Design fetch_buf, sky130hd; sources not shown.
Figure 1. Wiring heat map.
The die is cut into 22 by 22 equal tiles; dark blue is low, red is high, scaled to the fullest tile. Values are wire area over tile area, all layers added.
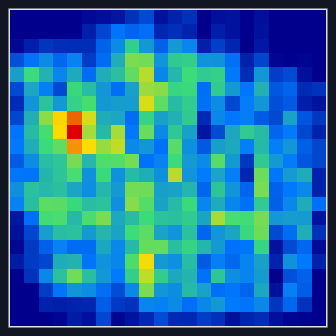
emptiest ninth of the die: north-east
fullest tile: 0.79
nearly empty tiles: 11%
tiles over half the peak: 12%
vias after detailed routing: 4,971
GRT Resource Usage Total: 26.79%
WL/cell: 18.68 microns
drt total wl: 15,820 microns

Figure 2. M4 wires.
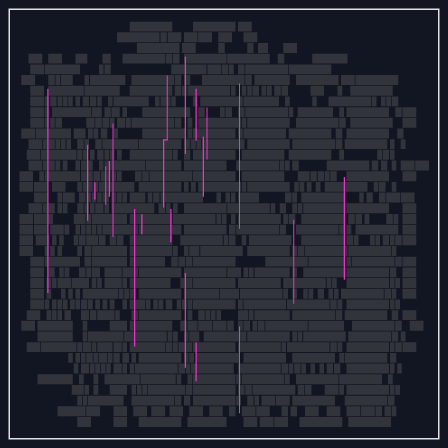
wire length on this layer: 408 microns
nets with wire on the layer: 19
share of all routed wire: 2.6%
main direction: vertical

==> out/results.ini <==
[synth]
async_reset_ff_share_pct=15.79
xor_share_pct=0.9436
yosys-top-cells-count=155 x nor2_1, 128 x edfxtp_1, 84 x nand2_1
adder_share_pct=1.271
ys_warn_count=0
top_area_cell=edfxtp_1
fp_nets=654

[sta]
rsz0062_at_grt=no
setup_slack_ns=0.9099

[grt]
grt_pass1_wl_microns=23580
met3_usage_pct=6.276
grt_remaining_overflow=0

[cells_and_area]
fin_nets=737
clock_buffers=20
fin_area_sq_um=8138
flop-count=152
fill_cells=671
num_antenna_cells=0
seq_share_pct=54.63

[worst_setup_path]
rrSetupSlack_ns=2.65
start_kind=flip-flop
crit_required_ns=4.31

[power]
combinationalPowerShare_pct=34.8
p_sw_mw=1.461
seqPwrFrac_pct=34.6
swShare_pct=33.85
p_leak_nw=2.997
pg_clk_mw=1.32

[detailed_routing]
drt-pass1-iter-count=6
wl_met3_microns=1324
wl_met1_microns=5703
routed.top_layer=met4

[outcome]
status=complete, no violations

[job]
warnings=29

[cts]
cts_made_buffers=17
cts_tree=built
cts_hold_buf=0
cts_buffer_depth=2
h-tree-depth=4

[floorplan]
die_h_microns=108.9
tap-cell-count=140

